### src/rtl/flash_boot_pkg.sv
// flash_boot_pkg: shared types and constants for the flash boot sequencer.
// Optional feature macro: FLASH_BOOT_CHECKSUM_EN (checksum width lives here).
package flash_boot_pkg;

    // Width of the additive image checksum carried in the last two image bytes.
    localparam int unsigned CSUM_W = 16;

    typedef enum logic [2:0] {
        RDR_RST,
        ENABLE,
        STREAM,
        CHECK,
        RETRY,
        DONE,
        FAIL
    } boot_state_e;

endpackage

### src/rtl/flash_boot_sequencer_if.sv
// flash_boot_sequencer_if: flash stream, RAM write port, CPU reset and status
// signals of the boot sequencer. master = sequencer, slave = surrounding logic.
interface flash_boot_sequencer_if #(
    parameter int unsigned RAM_ADDR_WIDTH = 16
);
    logic                      restart;
    logic                      rdr_reset_n;
    logic                      flash_read_en;
    logic                      flash_read_active;
    logic [7:0]                flash_tData;
    logic                      flash_tValid;
    logic                      ram_we;
    logic [RAM_ADDR_WIDTH-1:0] ram_addr;
    logic [7:0]                ram_wdata;
    logic                      cpu_reset_n;
    logic                      load_done;
    logic                      load_error;
    logic [1:0]                attempt;

    modport master (
        input  restart, flash_read_active, flash_tData, flash_tValid,
        output rdr_reset_n, flash_read_en, ram_we, ram_addr, ram_wdata,
               cpu_reset_n, load_done, load_error, attempt
    );

    modport slave (
        output restart, flash_read_active, flash_tData, flash_tValid,
        input  rdr_reset_n, flash_read_en, ram_we, ram_addr, ram_wdata,
               cpu_reset_n, load_done, load_error, attempt
    );
endinterface

### src/rtl/flash_boot_checksum.sv
// flash_boot_checksum: 16-bit additive accumulator over image payload bytes.
// Compiled only when FLASH_BOOT_CHECKSUM_EN is defined.
`ifdef FLASH_BOOT_CHECKSUM_EN
module flash_boot_checksum
    import flash_boot_pkg::*;
(
    input  logic              clock,
    input  logic              reset,
    input  logic              clr,
    input  logic              en,
    input  logic [7:0]        data,
    output logic [CSUM_W-1:0] sum
);
    logic [CSUM_W-1:0] sum_q;
    logic [CSUM_W-1:0] sum_d;

    // Clear has priority; otherwise add each enabled byte modulo 2^CSUM_W.
    always_comb begin
        sum_d = sum_q;
        if (clr) begin
            sum_d = '0;
        end else if (en) begin
            sum_d = sum_q + CSUM_W'(data);
        end
    end

    // Accumulator register.
    always_ff @(posedge clock or posedge reset) begin
        if (reset) begin
            sum_q <= '0;
        end else begin
            sum_q <= sum_d;
        end
    end

    assign sum = sum_q;
endmodule
`endif

### src/rtl/flash_boot_sequencer.sv
// flash_boot_sequencer: resets and enables the SPI flash reader, copies the
// streamed image into RAM, retries short/stalled loads, then releases or
// parks the CPU. Optional FLASH_BOOT_CHECKSUM_EN: last two image bytes are a
// little-endian additive checksum of the payload and are not written to RAM.
module flash_boot_sequencer
    import flash_boot_pkg::*;
#(
    parameter int unsigned NUM_BYTES        = 65336,
    parameter int unsigned RAM_ADDR_WIDTH   = 16,
    parameter int unsigned RAM_BASE         = 0,
    parameter int unsigned MAX_RETRIES      = 2,
    parameter int unsigned RDR_RESET_CYCLES = 4,
    parameter int unsigned STALL_CYCLES     = 250000
) (
    input  logic                   clock,
    input  logic                   reset,
    flash_boot_sequencer_if.master bus
);

    // Byte count must hold NUM_BYTES+1, the saturated overrun value.
    localparam int unsigned CNT_W   = $clog2(NUM_BYTES + 2);
    localparam int unsigned STALL_W = $clog2(STALL_CYCLES + 1);
    localparam int unsigned RST_W   = $clog2(RDR_RESET_CYCLES + 1);
`ifdef FLASH_BOOT_CHECKSUM_EN
    localparam int unsigned WR_BYTES = NUM_BYTES - 2;
`else
    localparam int unsigned WR_BYTES = NUM_BYTES;
`endif

    boot_state_e               state_q, state_d;
    logic [RST_W-1:0]          rst_cnt_q, rst_cnt_d;
    logic [STALL_W-1:0]        stall_q, stall_d;
    logic [CNT_W-1:0]          byte_cnt_q, byte_cnt_d;
    logic                      active_q;
    logic [1:0]                attempt_q, attempt_d;
    logic                      rdr_reset_n_q, rdr_reset_n_d;
    logic                      flash_read_en_q, flash_read_en_d;
    logic                      ram_we_q, ram_we_d;
    logic [RAM_ADDR_WIDTH-1:0] ram_addr_q, ram_addr_d;
    logic [7:0]                ram_wdata_q, ram_wdata_d;
    logic                      cpu_reset_n_q, cpu_reset_n_d;
    logic                      load_done_q, load_done_d;
    logic                      load_error_q, load_error_d;
    logic                      take_c;
    logic                      fall_c;
    logic                      csum_ok_c;

    // A byte is accepted only while the reader is enabled for this attempt.
    assign take_c = bus.flash_tValid && ((state_q == ENABLE) || (state_q == STREAM));
    assign fall_c = active_q && !bus.flash_read_active;

`ifdef FLASH_BOOT_CHECKSUM_EN
    logic [7:0]        csum_lo_q, csum_lo_d;
    logic [7:0]        csum_hi_q, csum_hi_d;
    logic [CSUM_W-1:0] csum_sum;
    logic              csum_clr_c;
    logic              csum_en_c;

    assign csum_clr_c = (state_q == RDR_RST);
    assign csum_en_c  = take_c && (byte_cnt_q < CNT_W'(WR_BYTES));
    assign csum_ok_c  = (csum_sum == {csum_hi_q, csum_lo_q});

    // Capture the trailing little-endian checksum bytes as they stream past.
    always_comb begin
        csum_lo_d = csum_lo_q;
        csum_hi_d = csum_hi_q;
        if (state_q == RDR_RST) begin
            csum_lo_d = '0;
            csum_hi_d = '0;
        end else if (take_c && (byte_cnt_q == CNT_W'(NUM_BYTES - 2))) begin
            csum_lo_d = bus.flash_tData;
        end else if (take_c && (byte_cnt_q == CNT_W'(NUM_BYTES - 1))) begin
            csum_hi_d = bus.flash_tData;
        end
    end

    // Received checksum registers.
    always_ff @(posedge clock or posedge reset) begin
        if (reset) begin
            csum_lo_q <= '0;
            csum_hi_q <= '0;
        end else begin
            csum_lo_q <= csum_lo_d;
            csum_hi_q <= csum_hi_d;
        end
    end

    flash_boot_checksum u_csum (
        .clock (clock),
        .reset (reset),
        .clr   (csum_clr_c),
        .en    (csum_en_c),
        .data  (bus.flash_tData),
        .sum   (csum_sum)
    );
`else
    assign csum_ok_c = 1'b1;
`endif

    // RAM write datapath: write accepted bytes the next cycle, advance the
    // address after each write, discard bytes past the image length.
    always_comb begin
        ram_we_d    = 1'b0;
        ram_wdata_d = ram_wdata_q;
        ram_addr_d  = ram_we_q ? (ram_addr_q + RAM_ADDR_WIDTH'(1)) : ram_addr_q;
        byte_cnt_d  = byte_cnt_q;
        if (state_q == RDR_RST) begin
            ram_addr_d = RAM_ADDR_WIDTH'(RAM_BASE);
            byte_cnt_d = '0;
        end else if (take_c) begin
            if (byte_cnt_q < CNT_W'(WR_BYTES)) begin
                ram_we_d    = 1'b1;
                ram_wdata_d = bus.flash_tData;
            end
            if (byte_cnt_q != CNT_W'(NUM_BYTES + 1)) begin
                byte_cnt_d = byte_cnt_q + CNT_W'(1);
            end
        end
    end

    // Sequencer next state and registered-output next values.
    always_comb begin
        state_d   = state_q;
        rst_cnt_d = rst_cnt_q;
        stall_d   = stall_q;
        attempt_d = attempt_q;

        case (state_q)
            RDR_RST: begin
                stall_d = '0;
                if (rst_cnt_q == RST_W'(RDR_RESET_CYCLES - 1)) begin
                    rst_cnt_d = '0;
                    state_d   = ENABLE;
                end else begin
                    rst_cnt_d = rst_cnt_q + RST_W'(1);
                end
            end
            ENABLE, STREAM: begin
                state_d = STREAM;
                stall_d = take_c ? '0 : (stall_q + STALL_W'(1));
                if (fall_c && ((byte_cnt_q != '0) || take_c)) begin
                    state_d = CHECK;
                end else if (!take_c && (stall_q == STALL_W'(STALL_CYCLES - 1))) begin
                    state_d = RETRY;
                end
            end
            CHECK: begin
                state_d = ((byte_cnt_q == CNT_W'(NUM_BYTES)) && csum_ok_c) ? DONE : RETRY;
            end
            RETRY: begin
                if (32'(attempt_q) < MAX_RETRIES) begin
                    attempt_d = (attempt_q == 2'd3) ? attempt_q : (attempt_q + 2'd1);
                    state_d   = RDR_RST;
                end else begin
                    state_d = FAIL;
                end
            end
            DONE, FAIL: begin
                if (bus.restart) begin
                    attempt_d = '0;
                    state_d   = RDR_RST;
                end
            end
            default: state_d = RDR_RST;
        endcase

        // Outputs follow the next state so they line up with state_q.
        rdr_reset_n_d   = (state_d != RDR_RST);
        flash_read_en_d = (state_d == ENABLE) || (state_d == STREAM) || (state_d == CHECK);
        load_done_d     = (state_d == DONE);
        load_error_d    = (state_d == FAIL);
        // CPU is released one cycle after DONE is entered.
        cpu_reset_n_d   = (state_q == DONE) && (state_d == DONE);
    end

    // State, counters and output registers.
    always_ff @(posedge clock or posedge reset) begin
        if (reset) begin
            state_q         <= RDR_RST;
            rst_cnt_q       <= '0;
            stall_q         <= '0;
            byte_cnt_q      <= '0;
            active_q        <= 1'b0;
            attempt_q       <= '0;
            rdr_reset_n_q   <= 1'b0;
            flash_read_en_q <= 1'b0;
            ram_we_q        <= 1'b0;
            ram_addr_q      <= RAM_ADDR_WIDTH'(RAM_BASE);
            ram_wdata_q     <= '0;
            cpu_reset_n_q   <= 1'b0;
            load_done_q     <= 1'b0;
            load_error_q    <= 1'b0;
        end else begin
            state_q         <= state_d;
            rst_cnt_q       <= rst_cnt_d;
            stall_q         <= stall_d;
            byte_cnt_q      <= byte_cnt_d;
            active_q        <= bus.flash_read_active;
            attempt_q       <= attempt_d;
            rdr_reset_n_q   <= rdr_reset_n_d;
            flash_read_en_q <= flash_read_en_d;
            ram_we_q        <= ram_we_d;
            ram_addr_q      <= ram_addr_d;
            ram_wdata_q     <= ram_wdata_d;
            cpu_reset_n_q   <= cpu_reset_n_d;
            load_done_q     <= load_done_d;
            load_error_q    <= load_error_d;
        end
    end

    assign bus.rdr_reset_n   = rdr_reset_n_q;
    assign bus.flash_read_en = flash_read_en_q;
    assign bus.ram_we        = ram_we_q;
    assign bus.ram_addr      = ram_addr_q;
    assign bus.ram_wdata     = ram_wdata_q;
    assign bus.cpu_reset_n   = cpu_reset_n_q;
    assign bus.load_done     = load_done_q;
    assign bus.load_error    = load_error_q;
    assign bus.attempt       = attempt_q;

endmodule

### src/flat_wrapper.sv
// flat-port wrapper written by rule: the top's interface ports become plain ports
module flash_boot_sequencer_flat import flash_boot_pkg::*;
#(
    parameter int unsigned NUM_BYTES        = 65336,
    parameter int unsigned RAM_ADDR_WIDTH   = 16,
    parameter int unsigned RAM_BASE         = 0,
    parameter int unsigned MAX_RETRIES      = 2,
    parameter int unsigned RDR_RESET_CYCLES = 4,
    parameter int unsigned STALL_CYCLES     = 250000
)
  (clock, reset, bus_restart, bus_flash_read_active, bus_flash_tData, bus_flash_tValid, bus_rdr_reset_n, bus_flash_read_en, bus_ram_we, bus_ram_addr, bus_ram_wdata, bus_cpu_reset_n, bus_load_done, bus_load_error, bus_attempt);
  flash_boot_sequencer_if #(.RAM_ADDR_WIDTH(RAM_ADDR_WIDTH)) bus_i ();
  input  logic clock;
  input  logic reset;
  input wire logic [$bits(bus_i.restart)-1:0] bus_restart;
  input wire logic [$bits(bus_i.flash_read_active)-1:0] bus_flash_read_active;
  input wire logic [$bits(bus_i.flash_tData)-1:0] bus_flash_tData;
  input wire logic [$bits(bus_i.flash_tValid)-1:0] bus_flash_tValid;
  output wire logic [$bits(bus_i.rdr_reset_n)-1:0] bus_rdr_reset_n;
  output wire logic [$bits(bus_i.flash_read_en)-1:0] bus_flash_read_en;
  output wire logic [$bits(bus_i.ram_we)-1:0] bus_ram_we;
  output wire logic [$bits(bus_i.ram_addr)-1:0] bus_ram_addr;
  output wire logic [$bits(bus_i.ram_wdata)-1:0] bus_ram_wdata;
  output wire logic [$bits(bus_i.cpu_reset_n)-1:0] bus_cpu_reset_n;
  output wire logic [$bits(bus_i.load_done)-1:0] bus_load_done;
  output wire logic [$bits(bus_i.load_error)-1:0] bus_load_error;
  output wire logic [$bits(bus_i.attempt)-1:0] bus_attempt;
  assign bus_i.restart = bus_restart;
  assign bus_i.flash_read_active = bus_flash_read_active;
  assign bus_i.flash_tData = bus_flash_tData;
  assign bus_i.flash_tValid = bus_flash_tValid;
  assign bus_rdr_reset_n = bus_i.rdr_reset_n;
  assign bus_flash_read_en = bus_i.flash_read_en;
  assign bus_ram_we = bus_i.ram_we;
  assign bus_ram_addr = bus_i.ram_addr;
  assign bus_ram_wdata = bus_i.ram_wdata;
  assign bus_cpu_reset_n = bus_i.cpu_reset_n;
  assign bus_load_done = bus_i.load_done;
  assign bus_load_error = bus_i.load_error;
  assign bus_attempt = bus_i.attempt;
  flash_boot_sequencer #(.NUM_BYTES(NUM_BYTES), .RAM_ADDR_WIDTH(RAM_ADDR_WIDTH), .RAM_BASE(RAM_BASE), .MAX_RETRIES(MAX_RETRIES), .RDR_RESET_CYCLES(RDR_RESET_CYCLES), .STALL_CYCLES(STALL_CYCLES)) u_core (.clock(clock), .reset(reset), .bus(bus_i));
endmodule
### config.mk
export PLATFORM = sky130hd
export DESIGN_NAME = flash_boot_sequencer_flat
export DESIGN_NICKNAME = d
export VERILOG_FILES = /design/src/rtl/flash_boot_pkg.sv /design/src/rtl/flash_boot_sequencer_if.sv /design/src/rtl/flash_boot_checksum.sv /design/src/rtl/flash_boot_sequencer.sv /design/src/flat_wrapper.sv
export SDC_FILE = /design/constraint.sdc
export NUM_CORES = 1
export LEC_CHECK = 0
export ABC_CLOCK_PERIOD_IN_PS = 3310
export CORE_MARGIN = 5
export CORE_UTILIZATION = 55
export DETAILED_ROUTE_END_ITERATION = 10
export PLACE_DENSITY = 0.85
export SLEW_MARGIN = 10
export SYNTH_ARGS = -nofsm -noshare
export SYNTH_HDL_FRONTEND = slang
export SYNTH_SLANG_ARGS = --single-unit
### constraint.sdc
create_clock -name clock -period 3.31 [get_ports clock]
set_clock_uncertainty 0.1 [all_clocks]
set_input_delay 0.662 -clock clock [delete_from_list [all_inputs] [get_ports clock]]
set_output_delay 0.662 -clock clock [all_outputs]
set_load 0.02 [all_outputs]
==> results_slide.txt <==
Key Metrics from the Run

Status
  – Status: completed

Finish
  – Non-clock buffers: 49
  – Largest class: flip-flops and latches
  – Finished Layout Cells: 490
  – Final Net Count: 429
  – Nonclk inv count: 8
  – Biggest register: u_core.stall_q
  – Most numerous logic cell after layout: dfrtp_1
  – Max reg flops: 18
  – Comb gates: 268
  – Layout cells sized above 1: 10.9%

Clock network
  – Post-CTS setup buffer count: 0
  – TritonCTS clock tree: yes
  – H-Tree Depth: 3
  – Hold buffers post-CTS: 0
  – CTS Buf Count: 9

Placed design
  – Detailed Place HPWL: 5600 um
  – # port buffers: approximately 44
  – Final weighted congestion in routability-driven placement: 0.874
  – Place WS: between 0.9 and 1 ns
  – DP Area: ~4200 um^2

Setup path
  – Critical path depth in cells: 1
  – CP max stage delay: 0.65 ns
  – R2R depth: 5
  – CP top delay family: buffers and inverters
  – Largest fanout on the critical path: 7
  – FF-to-FF End: u_core.bus.load_done
  – Critical Path AT: 1.48 ns
  – Crit path capture: bus_ram_we
  – Crit-path cells: clkdlybuf4s50_1
  – R2R Path Start: u_core.state_q[1]
  – Reg2reg setup slack: roughly 1.1 ns
  – CP required: 2.55 ns

Power
  – Total power: 3.05 mW
  – Max VDD drop: approximately 0.41 mV
  – Int Pwr: 1.89 mW
  – LEAKAGE: roughly 1.8 nW
  – PD cells: 697 nW/um^2
  – Comb pwr: 1.15 mW
  – Power share of the combinational group: 37.7%
  – Psw: 1.16 mW

Routing
  – DRT met1 WL: 3100 um
  – DRT Pass-1 Iters: 5
  – Initial drt markers: 186
  – Top sig layer: met4
  – Met2 wire len: between 4000 and 5000 um
  – Post-route DRC: 0
  – Met3 Routed Length: 393 um

Min path
  – Hold EP: u_core.stall_q[17]
  – Worst Hold Class: flop to flop
  – Hold Path Stages: 1

Logic synthesis
  – Synth Area in Adders: approximately 2.4%
  – Post-synth net total: roughly 380
  – XOR/XNOR share of the synthesized area: 8.13%
  – Synth Area in Simple Gates: 23.3%
  – Sequential area share after synthesis: 50.1%
  – Synth warn: 0
  – Post-synth top area cell: dfrtp_1
  – Chip Area, Yosys: 3650 um^2
  – Ys flop type: dfrtp_1
  – FFs w/ async S/R, synth: 100%
  – Post-Synthesis Mean Instance Area: 10.1 um^2
  – Ao+oa area frac: 10.2%
  – #FFs+latches synth: 73

Timing
  – Period utilization: 67.9%
  – Worst Tran Pin Value: 0.835 ns
  – Max Clk Rate: about 450 MHz
  – Slew Limit Fails: 0
  – Min Tclk post-route: 2.25 ns
  – Unrepaired setup endpoints after global routing: no
  – Slew margin rel.: between 40% and 50%

Global route
  – Tot GR Track Use: approximately 20%
  – Vias in the first global route: 2797
  – Initial antenna violation count: 0
  – First-pass GRT wire length: 13400 um
  – Busiest metal layer after global routing: met2
  – Met1 GRT Util: roughly a quarter
  – Gr ovfl total: 0

Floorplanning
  – Floorplan core density: 57.1%
  – Die Height: 91.4 um
  – Die x size: 91.4 um

Run
  – Tool warnings: 28
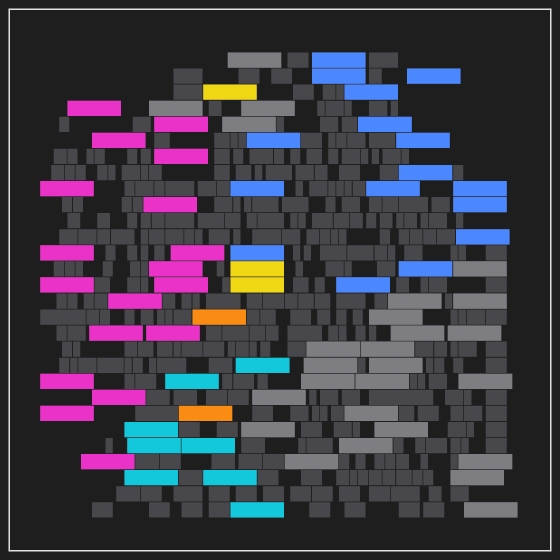
*Register map, names as in the netlist*
Key: u_core.bus.ram_wdata = cyan [placed flops 8]; u_core.bus.attempt = orange [placed flops 2]; u_core.state_q = yellow [placed flops 3]; u_core.stall_q = magenta [placed flops 18]; u_core.byte_cnt_q = blue [placed flops 16]
Another 26 sequential cells are not colored.
Seq/total area: 41.7%
final core utilization: 68.6%
P_seq: 1.18 mW
FF+latch area: 1830 um^2

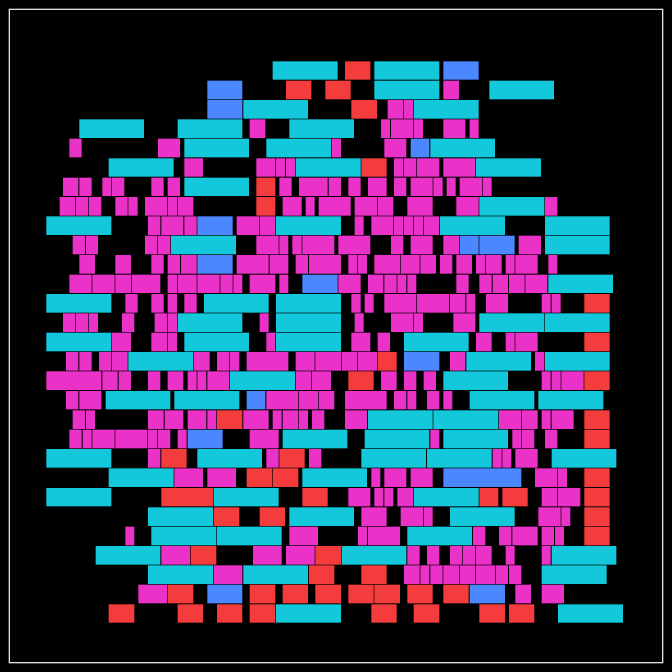
*Placement by cell class*
Key: all other logic = magenta [cells 276, share of their area 41%]; flip-flops = cyan [cells 73, share of their area 43%]; other buffers and delay cells = red [cells 49, share of their area 11%]; clock drivers and dummy loads = blue [cells 15, share of their area 4.8%]
num rows: 29
design area: 4380 um^2
Core Region: 6390 um^2

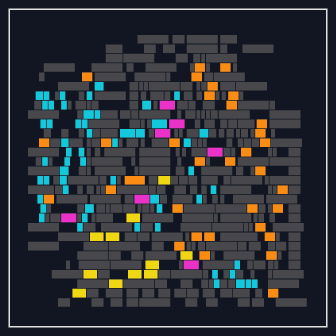
*Logic cells by family*
Key: adder and majority cells = magenta [cells 7]; XOR/XNOR gates = orange [cells 33]; multiplexers = yellow [cells 11, where bottom center]; inverting AOI/OAI gates = cyan [cells 55]

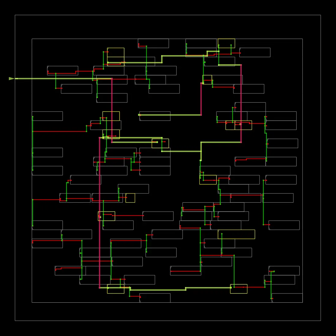
*Clock nets*
# clock sinks: 73
P_clk: 719 uW
clkbuf count: 11
worst skew pair latency: 0.36 ns

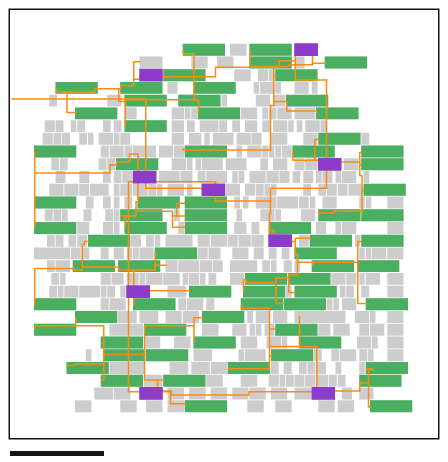
*Routed clock nets over the placement*
The bar under the picture is 20 um long.
Key: flip-flops = green [count 73]; clock wires = orange [length 885 um]; cells driving clock nets = purple [count 9]
There are 10 routed clock nets. Position of the flops: all over the die.
clock share of power: 23.6%

Power figures rest on the tool's default switching activity, not on a simulated workload.
